`src/rtl/rr_mux_pkg.sv`:
```
// Shared types and constants for the round-robin channel multiplexer.
// Holds the output-register state encoding and the arbitration mode values.
package rr_mux_pkg;

    typedef enum logic {
        ST_EMPTY = 1'b0,
        ST_FULL  = 1'b1
    } state_e;

    localparam int unsigned RR_FIXED = 0;
    localparam int unsigned RR_ROUND = 1;

    // Channel index width; a 1-bit index is kept even when N_CH is tiny.
    function automatic int unsigned sel_width(input int unsigned n);
        return (n > 2) ? int'($clog2(n)) : 1;
    endfunction

endpackage

```
`src/rtl/rr_arbiter.sv`:
```
// Combinational arbiter: round-robin starting at ptr, or fixed lowest-index priority.
// Produces a one-hot grant and its binary index; all-zero when nothing requests.
module rr_arbiter
    import rr_mux_pkg::*;
#(
    parameter int unsigned N_CH    = 4,
    parameter int unsigned RR_MODE = RR_ROUND,
    localparam int unsigned SEL_W  = sel_width(N_CH)
) (
    input  logic [N_CH-1:0]  req,
    input  logic [SEL_W-1:0] ptr,
    output logic [N_CH-1:0]  grant,
    output logic [SEL_W-1:0] grant_idx
);

    logic [N_CH-1:0] upper;
    logic [N_CH-1:0] pick;

    always_comb begin
        upper = '0;
        for (int i = 0; i < int'(N_CH); i++) begin
            upper[i] = req[i] && (RR_MODE == RR_ROUND) && (SEL_W'(i) >= ptr);
        end
        // Requests at or above ptr win; otherwise wrap around to the lowest request.
        pick = (|upper) ? upper : req;

        grant     = '0;
        grant_idx = '0;
        for (int i = int'(N_CH) - 1; i >= 0; i--) begin
            if (pick[i]) begin
                grant     = '0;
                grant[i]  = 1'b1;
                grant_idx = SEL_W'(i);
            end
        end
    end

endmodule

```
`src/rtl/rr_chan_mux.sv`:
```
// N-channel registered multiplexer with valid/ready on every input and the output.
// One-entry output register sustains one word per cycle when downstream is ready.
module rr_chan_mux
    import rr_mux_pkg::*;
#(
    parameter int unsigned WIDTH   = 8,
    parameter int unsigned N_CH    = 4,
    parameter int unsigned RR_MODE = RR_ROUND,
    localparam int unsigned SEL_W  = sel_width(N_CH)
) (
    input  logic                  clk,
    input  logic                  rst,
    input  logic [N_CH-1:0]       in_valid,
    input  logic [N_CH*WIDTH-1:0] in_data,
    output logic [N_CH-1:0]       in_ready,
    output logic                  out_valid,
    output logic [WIDTH-1:0]      out_data,
    output logic [SEL_W-1:0]      out_sel,
    input  logic                  out_ready
);

    state_e            state_q, state_d;
    logic [WIDTH-1:0]  data_q, data_d;
    logic [SEL_W-1:0]  sel_q, sel_d;
    logic [SEL_W-1:0]  ptr_q, ptr_d;

    logic [N_CH-1:0]   grant;
    logic [SEL_W-1:0]  grant_idx;
    logic [WIDTH-1:0]  word;
    logic              can_load;
    logic              accept;

    rr_arbiter #(
        .N_CH    (N_CH),
        .RR_MODE (RR_MODE)
    ) u_arb (
        .req       (in_valid),
        .ptr       (ptr_q),
        .grant     (grant),
        .grant_idx (grant_idx)
    );

    always_comb begin
        word = '0;
        for (int i = 0; i < int'(N_CH); i++) begin
            if (grant[i]) word = in_data[i*WIDTH +: WIDTH];
        end
    end

    assign can_load  = (state_q == ST_EMPTY) || out_ready;
    assign in_ready  = rst ? '0 : (grant & {N_CH{can_load}});
    assign accept    = |in_ready;
    assign out_valid = (state_q == ST_FULL);
    assign out_data  = data_q;
    assign out_sel   = sel_q;

    always_comb begin
        state_d = state_q;
        data_d  = data_q;
        sel_d   = sel_q;
        ptr_d   = ptr_q;
        if (accept) begin
            state_d = ST_FULL;
            data_d  = word;
            sel_d   = grant_idx;
            if (RR_MODE == RR_ROUND) begin
                ptr_d = (grant_idx == SEL_W'(N_CH - 1)) ? '0 : grant_idx + SEL_W'(1);
            end
        end else if ((state_q == ST_FULL) && out_ready) begin
            state_d = ST_EMPTY;
        end
    end

    always_ff @(posedge clk) begin
        if (rst) begin
            state_q <= ST_EMPTY;
            data_q  <= '0;
            sel_q   <= '0;
            ptr_q   <= '0;
        end else begin
            state_q <= state_d;
            data_q  <= data_d;
            sel_q   <= sel_d;
            ptr_q   <= ptr_d;
        end
    end

endmodule

```
`config.mk`:
```
export PLATFORM = sky130hd
export DESIGN_NAME = rr_chan_mux
export DESIGN_NICKNAME = d
export VERILOG_FILES = /design/src/rtl/rr_mux_pkg.sv /design/src/rtl/rr_arbiter.sv /design/src/rtl/rr_chan_mux.sv
export SDC_FILE = /design/constraint.sdc
export NUM_CORES = 1
export LEC_CHECK = 0
export CORE_UTILIZATION = 25
export CTS_CLUSTER_DIAMETER = 60
export CTS_CLUSTER_SIZE = 40
export DETAILED_ROUTE_END_ITERATION = 7
export PLACE_DENSITY = 0.62
export REMOVE_ABC_BUFFERS = 1
export SLEW_MARGIN = 20
export SYNTH_ARGS = -nofsm -noshare
export SYNTH_HDL_FRONTEND = slang
export SYNTH_SLANG_ARGS = --single-unit
```
`constraint.sdc`:
```
create_clock -name clk -period 1.8 [get_ports clk]
set_input_delay 0.36 -clock clk [delete_from_list [all_inputs] [get_ports clk]]
set_output_delay 0.36 -clock clk [all_outputs]
set_load 0.005 [all_outputs]
```
**Run 1: signal metal coverage by tile**

The bar under the picture is 20 um long. The die is cut into 13 by 13 equal tiles; dark purple is low, yellow is high, scaled to the fullest tile. Values are wire area over tile area, all layers added.
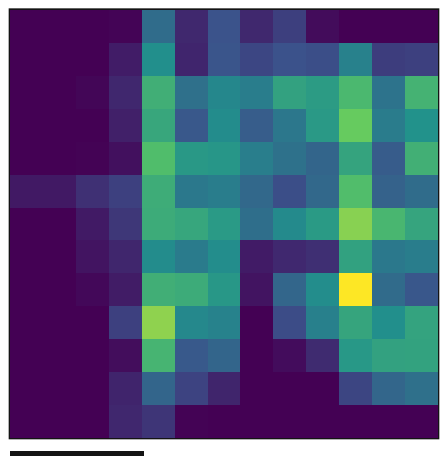
fullest tile = 0.49
densest ninth of the die = middle right
nearly empty tiles = 30%
tiles over half the peak = 21%
mean over tiles = 0.13

**Run 1: sequential cells colored by netlist name**

Other sequential cells in the stronger gray, the rest of the logic in the fainter gray.
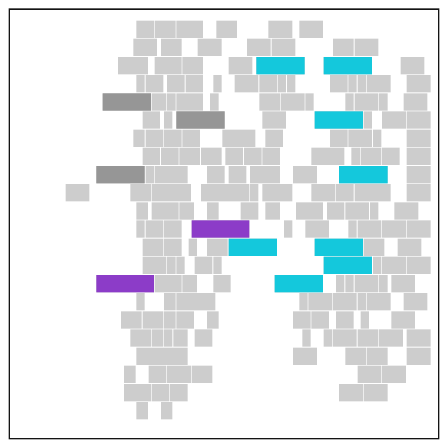
`ptr_q` -> purple  # flops 2
`out_data` -> cyan  # flops 8
not colored = 3

**Run 1: cells by drive strength**

The bar under the picture is 20 um long.
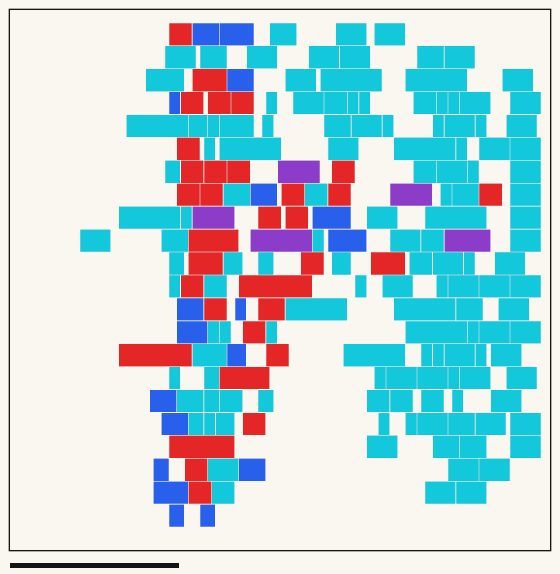
x3 and x4 -> red  # cells 33, share 17%
x1 and smaller -> cyan  # cells 135, share 71%
x2 -> blue  # cells 18, share 9.4%
x6 and larger -> purple  # cells 5, share 2.6%

==> run summary, run 1 <==
run metrics: sequential share of cell area 15.2%, Seq. cell area between 200 and 300 um2, 1st-iter DRT viols between 50 and 60, asr flop ratio synth 0%, Clock Tree Buf Depth 2, inverter count 10, Critical-path top delay cell dfxtp_4, final net count 231, I/O pins ~54, CP Class reg2out, Avg Cell Area, Syn ~8 um2, aoi share 33.5%, pwr dens around 600 nW/um2, vias in the first global route ~1200, cts hold-fix bufs 0, Fill cells ~360, Clock Latency Late Sink 0.24 ns, R2R Setup Slk about 0.20 ns, initial antenna violation count 0, highest routed layer met4, status completed, max incr delay on CP between 0.3 and 0.4 ns, worst setup path start ptr_q[1], Post-synth top cells nor2_1 (15), dfxtp_1 (13), nand2_1 (12), hold crit path type reg2reg, Min-Delay Endpoint out_sel[0], # setup viols final 0, RePlAce Congestion 0.770, CTS root buffer clkbuf_8
**Run 1: cell outlines without signal wires**

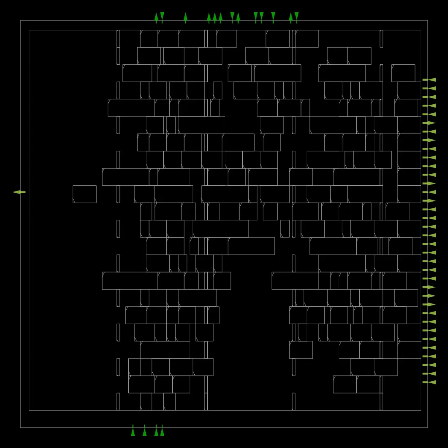

==> inputs of run 2 (changes only) <==
GPL_TIMING_DRIVEN = 0   (was unset)
MAX_ROUTING_LAYER = met4   (was unset)
**Run 2: cell outlines without signal wires**

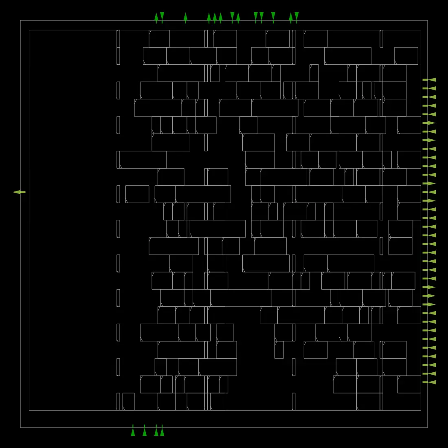
sequential share of cell area: 16.3%
final core occ: 44.6%
FFs & Latches: 13
non-filler instance count after layout: 222
Core Region: 3690 um2

**Run 2: signal metal coverage by tile**

The bar under the picture is 20 um long. The die is cut into 13 by 13 equal tiles; dark purple is low, yellow is high, scaled to the fullest tile. Values are wire area over tile area, all layers added.
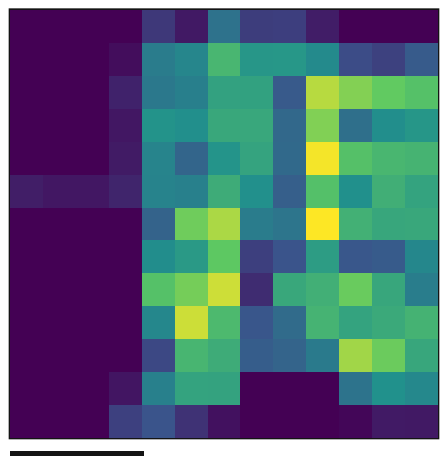
tiles over half the peak = 32%
mean over tiles = 0.13
fullest tile = 0.41
densest ninth of the die = middle right
nearly empty tiles = 31%

==> run summary, run 2 <==
run metrics: status completed (unchanged), XOR/XNOR Area Share 0% (unchanged), # setup viols final 0 (unchanged), cts hold-fix bufs 0 (unchanged), Fill cells 349 (was 358), vias in the first global route 1107 (was 1151), max incr delay on CP 0.41 ns (was 0.36 ns), inverter count 10 (unchanged), placed cell count 209 (was 228), highest routed layer met4 (unchanged), CTS root buffer clkbuf_8 (unchanged), Min-Delay Endpoint out_sel[0] (unchanged), Worst Hold Depth 1 (unchanged), RePlAce Congestion 0.697 (was 0.770), 1st-iter DRT viols 40 (was 53), CTS Buf Count 3 (unchanged), hold crit path type reg2reg (unchanged), Non-clk bufs 61 (was 79), Avg Cell Area, Syn 8.23 um2 (unchanged), leading area contributor after synthesis dfxtp_1 (unchanged), CP Class reg2out (unchanged), pwr dens 631 nW/um2 (was 598 nW/um2), global-route wire length before repair 5.26 mm (was 5.31 mm), CP max FO 6 (was 5), Critical-path top delay cell dfxtp_4 (unchanged), period utilization 96.1% (was 98.5%), via count 1128 (was 1175), Clock Tree Buf Depth 2 (unchanged), final net count 214 (was 231), Post-CTS Setup Bufs 7 (unchanged), Clock Latency Late Sink 0.24 ns (about the same), worst setup path start ptr_q[1] (unchanged), I/O pins 54 (unchanged), asr flop ratio synth 0% (unchanged), Seq. cell area 268 um2 (unchanged), Post-synth top cells nor2_1 (15), dfxtp_1 (13), nand2_1 (12) (unchanged), Reg2Reg Launch Point ptr_q[1] (was out_valid), R2R Setup Slk 0.07 ns (was 0.20 ns), initial antenna violation count 0 (unchanged)
Power is estimated from default activity; no workload was simulated.
